$ cat src/rtl/gray_pkg.sv
// Shared definitions for the Gray-to-binary converter: default width and
// the bit-level helper functions used by the converter and its step checker.
package gray_pkg;

  localparam int GRAY_W_DEFAULT = 4;
  localparam int GRAY_W_MAX     = 32;

  // MSB-first XOR chain on a zero-extended word. Zeros above the real width
  // contribute nothing to the chain, so the low WIDTH bits of the result are
  // the binary value of a WIDTH-bit Gray word.
  function automatic logic [GRAY_W_MAX-1:0] gray2bin(input logic [GRAY_W_MAX-1:0] g);
    logic [GRAY_W_MAX-1:0] b;
    b[GRAY_W_MAX-1] = g[GRAY_W_MAX-1];
    for (int i = GRAY_W_MAX - 2; i >= 0; i--) begin
      b[i] = b[i+1] ^ g[i];
    end
    return b;
  endfunction

  // Number of set bits; used as the Hamming distance between two samples.
  function automatic logic [5:0] popcount(input logic [GRAY_W_MAX-1:0] v);
    logic [5:0] n;
    n = '0;
    for (int i = 0; i < GRAY_W_MAX; i++) begin
      n = n + {5'd0, v[i]};
    end
    return n;
  endfunction

endpackage

$ cat src/rtl/gray_binary_converter_sf_if.sv
// Bus between a Gray-coded source and the converter: the sampled input word
// with its valid, and the combinational and registered results.
interface gray_binary_converter_sf_if
  import gray_pkg::*;
#(
  parameter int WIDTH = GRAY_W_DEFAULT
);

  logic             in_valid;
  logic [WIDTH-1:0] g;
  logic [WIDTH-1:0] b_comb;
  logic             out_valid;
  logic [WIDTH-1:0] b;
  logic             step_err;

  // Source side: drives Gray words, observes results.
  modport master (
    output in_valid, g,
    input  b_comb, out_valid, b, step_err
  );

  // Converter side.
  modport slave (
    input  in_valid, g,
    output b_comb, out_valid, b, step_err
  );

endinterface

$ cat src/rtl/gray2bin_chain.sv
// Purely combinational Gray-to-binary conversion of a WIDTH-bit word.
module gray2bin_chain
  import gray_pkg::*;
#(
  parameter int WIDTH = GRAY_W_DEFAULT
) (
  input  logic [WIDTH-1:0] g,
  output logic [WIDTH-1:0] b
);

  // Each binary bit is the running XOR of all Gray bits from the MSB down.
  always_comb begin
    b[WIDTH-1] = g[WIDTH-1];
    for (int i = WIDTH - 2; i >= 0; i--) begin
      b[i] = b[i+1] ^ g[i];
    end
  end

endmodule

$ cat src/rtl/gray_binary_converter_sf.sv
// Gray-to-binary converter with a combinational result, a 1-cycle registered
// valid-qualified result, and a flag for inputs that break the Gray
// single-bit-step property relative to the previous accepted word.
module gray_binary_converter_sf
  import gray_pkg::*;
#(
  parameter int WIDTH = GRAY_W_DEFAULT
) (
  input  logic                        clk,
  input  logic                        rst,
  gray_binary_converter_sf_if.slave   bus
);

  logic [WIDTH-1:0] b_comb_w;

  logic [WIDTH-1:0] b_q, b_d;
  logic             out_valid_q, out_valid_d;
  logic             step_err_q, step_err_d;
  logic [WIDTH-1:0] prev_g_q, prev_g_d;
  logic             have_prev_q, have_prev_d;

  logic [5:0]       step_dist;

  gray2bin_chain #(.WIDTH(WIDTH)) u_chain (
    .g (bus.g),
    .b (b_comb_w)
  );

  // Hamming distance between the incoming word and the last accepted one.
  assign step_dist = popcount(GRAY_W_MAX'(bus.g ^ prev_g_q));

  // Next-state: accept g on in_valid, otherwise hold result and history.
  always_comb begin
    // NOTE: every _d gets a default first so no path leaves it unassigned,
    // which would otherwise infer a latch.
    b_d         = b_q;
    prev_g_d    = prev_g_q;
    have_prev_d = have_prev_q;
    out_valid_d = bus.in_valid;
    step_err_d  = 1'b0;
    if (bus.in_valid) begin
      b_d         = b_comb_w;
      prev_g_d    = bus.g;
      have_prev_d = 1'b1;
      // The first word after reset has nothing to compare against.
      step_err_d  = have_prev_q && (step_dist != 6'd1);
    end
  end

  // State registers; reset clears the history so the next word is "first".
  always_ff @(posedge clk or posedge rst) begin
    // NOTE: sequential state uses non-blocking assignments so every flop
    // samples the pre-edge values regardless of statement order.
    if (rst) begin
      b_q         <= '0;
      out_valid_q <= 1'b0;
      step_err_q  <= 1'b0;
      prev_g_q    <= '0;
      have_prev_q <= 1'b0;
    end else begin
      b_q         <= b_d;
      out_valid_q <= out_valid_d;
      step_err_q  <= step_err_d;
      prev_g_q    <= prev_g_d;
      have_prev_q <= have_prev_d;
    end
  end

  assign bus.b_comb    = b_comb_w;
  assign bus.b         = b_q;
  assign bus.out_valid = out_valid_q;
  assign bus.step_err  = step_err_q;

endmodule

$ cat src/flat_wrapper.sv
// flat-port wrapper written by rule: the top's interface ports become plain ports
module gray_binary_converter_sf_flat import gray_pkg::*;
#(
  parameter int WIDTH = GRAY_W_DEFAULT
)
  (clk, rst, bus_in_valid, bus_g, bus_b_comb, bus_out_valid, bus_b, bus_step_err);
  gray_binary_converter_sf_if #(.WIDTH(WIDTH)) bus_i ();
  input  logic clk;
  input  logic rst;
  input wire logic [$bits(bus_i.in_valid)-1:0] bus_in_valid;
  input wire logic [$bits(bus_i.g)-1:0] bus_g;
  output wire logic [$bits(bus_i.b_comb)-1:0] bus_b_comb;
  output wire logic [$bits(bus_i.out_valid)-1:0] bus_out_valid;
  output wire logic [$bits(bus_i.b)-1:0] bus_b;
  output wire logic [$bits(bus_i.step_err)-1:0] bus_step_err;
  assign bus_i.in_valid = bus_in_valid;
  assign bus_i.g = bus_g;
  assign bus_b_comb = bus_i.b_comb;
  assign bus_out_valid = bus_i.out_valid;
  assign bus_b = bus_i.b;
  assign bus_step_err = bus_i.step_err;
  gray_binary_converter_sf #(.WIDTH(WIDTH)) u_core (.clk(clk), .rst(rst), .bus(bus_i));
endmodule
$ cat config.mk
export PLATFORM = sky130hd
export DESIGN_NAME = gray_binary_converter_sf_flat
export DESIGN_NICKNAME = d
export VERILOG_FILES = /design/src/rtl/gray_pkg.sv /design/src/rtl/gray_binary_converter_sf_if.sv /design/src/rtl/gray2bin_chain.sv /design/src/rtl/gray_binary_converter_sf.sv /design/src/flat_wrapper.sv
export SDC_FILE = /design/constraint.sdc
export NUM_CORES = 1
export LEC_CHECK = 0
export ABC_AREA = 0
export CORE_MARGIN = 2
export CORE_UTILIZATION = 38
export DETAILED_ROUTE_END_ITERATION = 8
export GPL_ROUTABILITY_DRIVEN = 0
export MAX_ROUTING_LAYER = met4
export PLACE_DENSITY_LB_ADDON = 0.25
export SLEW_MARGIN = 20
export SYNTH_ARGS = -nofsm -noshare
export SYNTH_HDL_FRONTEND = slang
export SYNTH_SLANG_ARGS = --single-unit
export TNS_END_PERCENT = 10
$ cat constraint.sdc
create_clock -name clk -period 1.7 [get_ports clk]
set_input_delay 0.34 -clock clk [delete_from_list [all_inputs] [get_ports clk]]
set_output_delay 0.34 -clock clk [all_outputs]
set_load 0.02 [all_outputs]
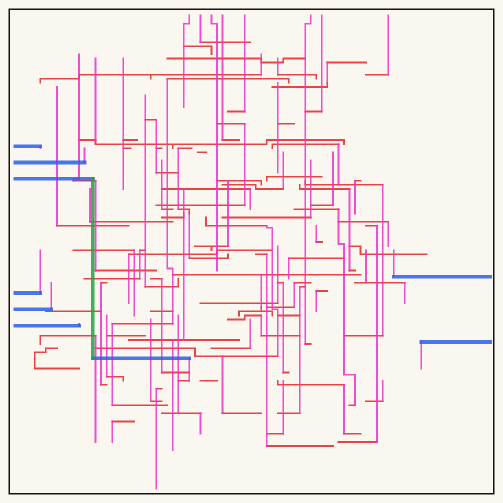
(images/metal_stack.png)
Drawn at 12 px/µm.
[met4] green | wire length: 15.0 µm
[met3] blue | wire length: 46.5 µm
[met1] red | wire length: 388 µm
[met2] magenta | wire length: 492 µm

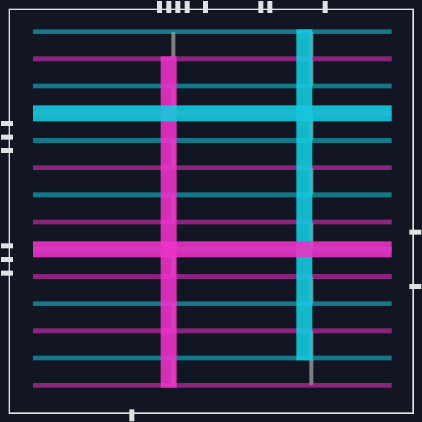
(images/pdn.png)
Drawn at 10 px/µm. Pins as bars on the die edge. Tap cells in gray.
[VSS] magenta
[VDD] cyan
rows: 13
met1 rails: 14
tap cells: 15
met4 straps: 2
met5 straps: 2

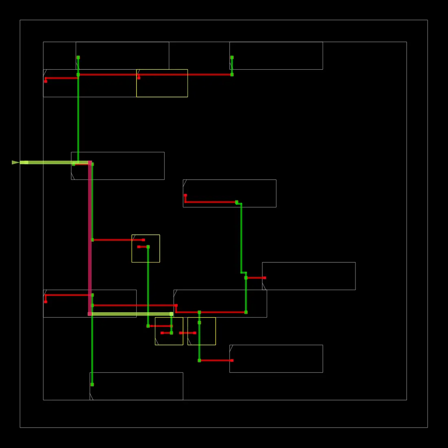
(images/final_clocks.png)
FF+latch count: 10
Clock group: 215 µW
clk_lat worst skew: 0.26 ns
Final Skew: 0.000270 ns

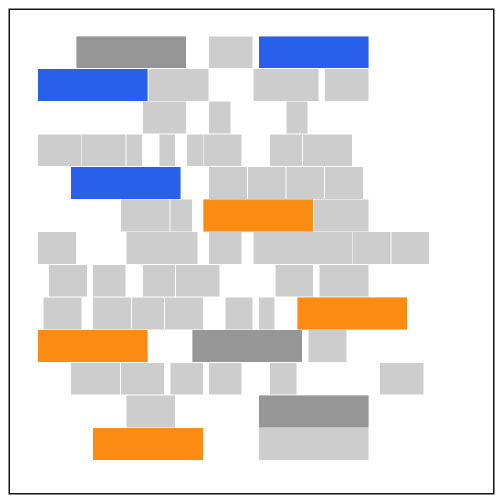
(images/registers.png)
Drawn at 12 px/µm. Other sequential cells in the stronger gray, the rest of the logic in the fainter gray.
[u_core.bus.b] blue | flops: 3
[u_core.prev_g_q] orange | flops: 4
not colored: 3
FF+latch area: 250 µm²
Seq area share: 34.4%
seq pwr: 284 µW
utilization after layout: 57.4%

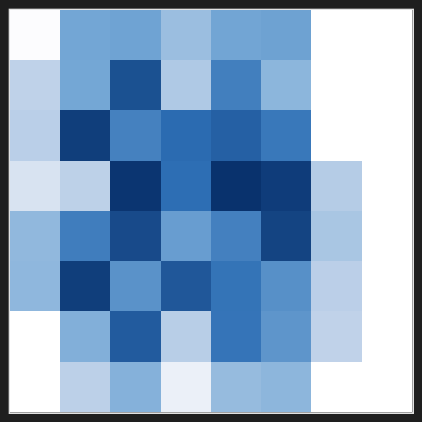
(images/density.png)
Drawn at 10 px/µm. The die is cut into 8 by 8 equal tiles; white is low, dark blue is high, 0 to 100% covered.
mean over tiles: 44%
densest ninth of the die: middle
fullest tile: 99%
nearly empty tiles: 23%
emptiest ninth of the die: top right
tiles over 75% full: 20%
Core ar.: 1270 µm²
Initial Util: 39.3%

==> results_dict.tcl <==
# yosys + openroad results
set metrics [dict create \
    wl_met3_um 46 \
    tightest_slew_ns 0.464 \
    fin_crit_ns 1.71 \
    postSynthCellCount 38 \
    grtUsageMet1_pct 16.6 \
    fill_cells 110 \
    p_int_uw 539 \
    worst_ep_arrival_time_ns 1.90 \
    holdBufCountCts 0 \
    fa_ha_area_share_pct 9.02 \
    warnings 28 \
    status "finished with violations" \
    post_cts_resized 10 \
    cts_buffers 3 \
    finalSetupViolations 1 \
    hpwl_um 716 \
    yosys.area.top_type "dfrtp_1" \
    rrSetupSlack_ns 0 \
    die_h_um 40.2 \
    dpl.cell_count 70 \
    postLayoutCellArea_um2 728 \
    rows 13 \
    grt-busiest-layer "met2" \
    vias_per_cell 4.46 \
    layout_setup_ws_ns -0.0125 \
    crit_start "bus_g[1]" \
    ys_warn_count 0 \
    fin_total_pwr_uw 774 \
    largest-register "u_core.prev_g_q" \
    rsz0062_at_grt "true" \
    seq_power_share_pct 36.7 \
    pre_cts_ws_ns -0.537 \
    cts.sinks 10 \
    violations "negative setup slack" \
    ys_async_sr_fraction_pct 100 \
    p_sw_share_pct 30.4 \
    top_cell "dfrtp_1" \
]
layout by cell type (no fill, tap or decap), types with 2 or more instances in the layout:
cell | synthesis | final
xor2_1 | 5 | 5
dlygate4sd2_1 | 0 | 6
inv_1 | 2 | 2
mux2_2 | 5 | 5
clkdlybuf4s50_1 | 0 | 8
dfrtp_1 | 10 | 10
clkbuf_2 | 0 | 2
xnor2_1 | 2 | 2
clkbuf_4 | 0 | 3
buf_4 | 2 | 4
worst max-delay path, stage by stage:
cell and delay [ns]:
dlygate4sd2_1 0.29, xor2_1 0.18, ha_1 0.31, fa_2 0.37
ha_4 0.28, nor2_2 0.03, a21oi_2 0.12
final cells by class:
class                      instances  share of cell area (%)
clock buffer                       4                    4.98
tap                               15                    2.58
multi-input combinational         23                    33.3
inverter                           2                    1.03
timing repair buffer              20                    23.7
sequential                        10                    34.4
Power is estimated from default activity; no workload was simulated.
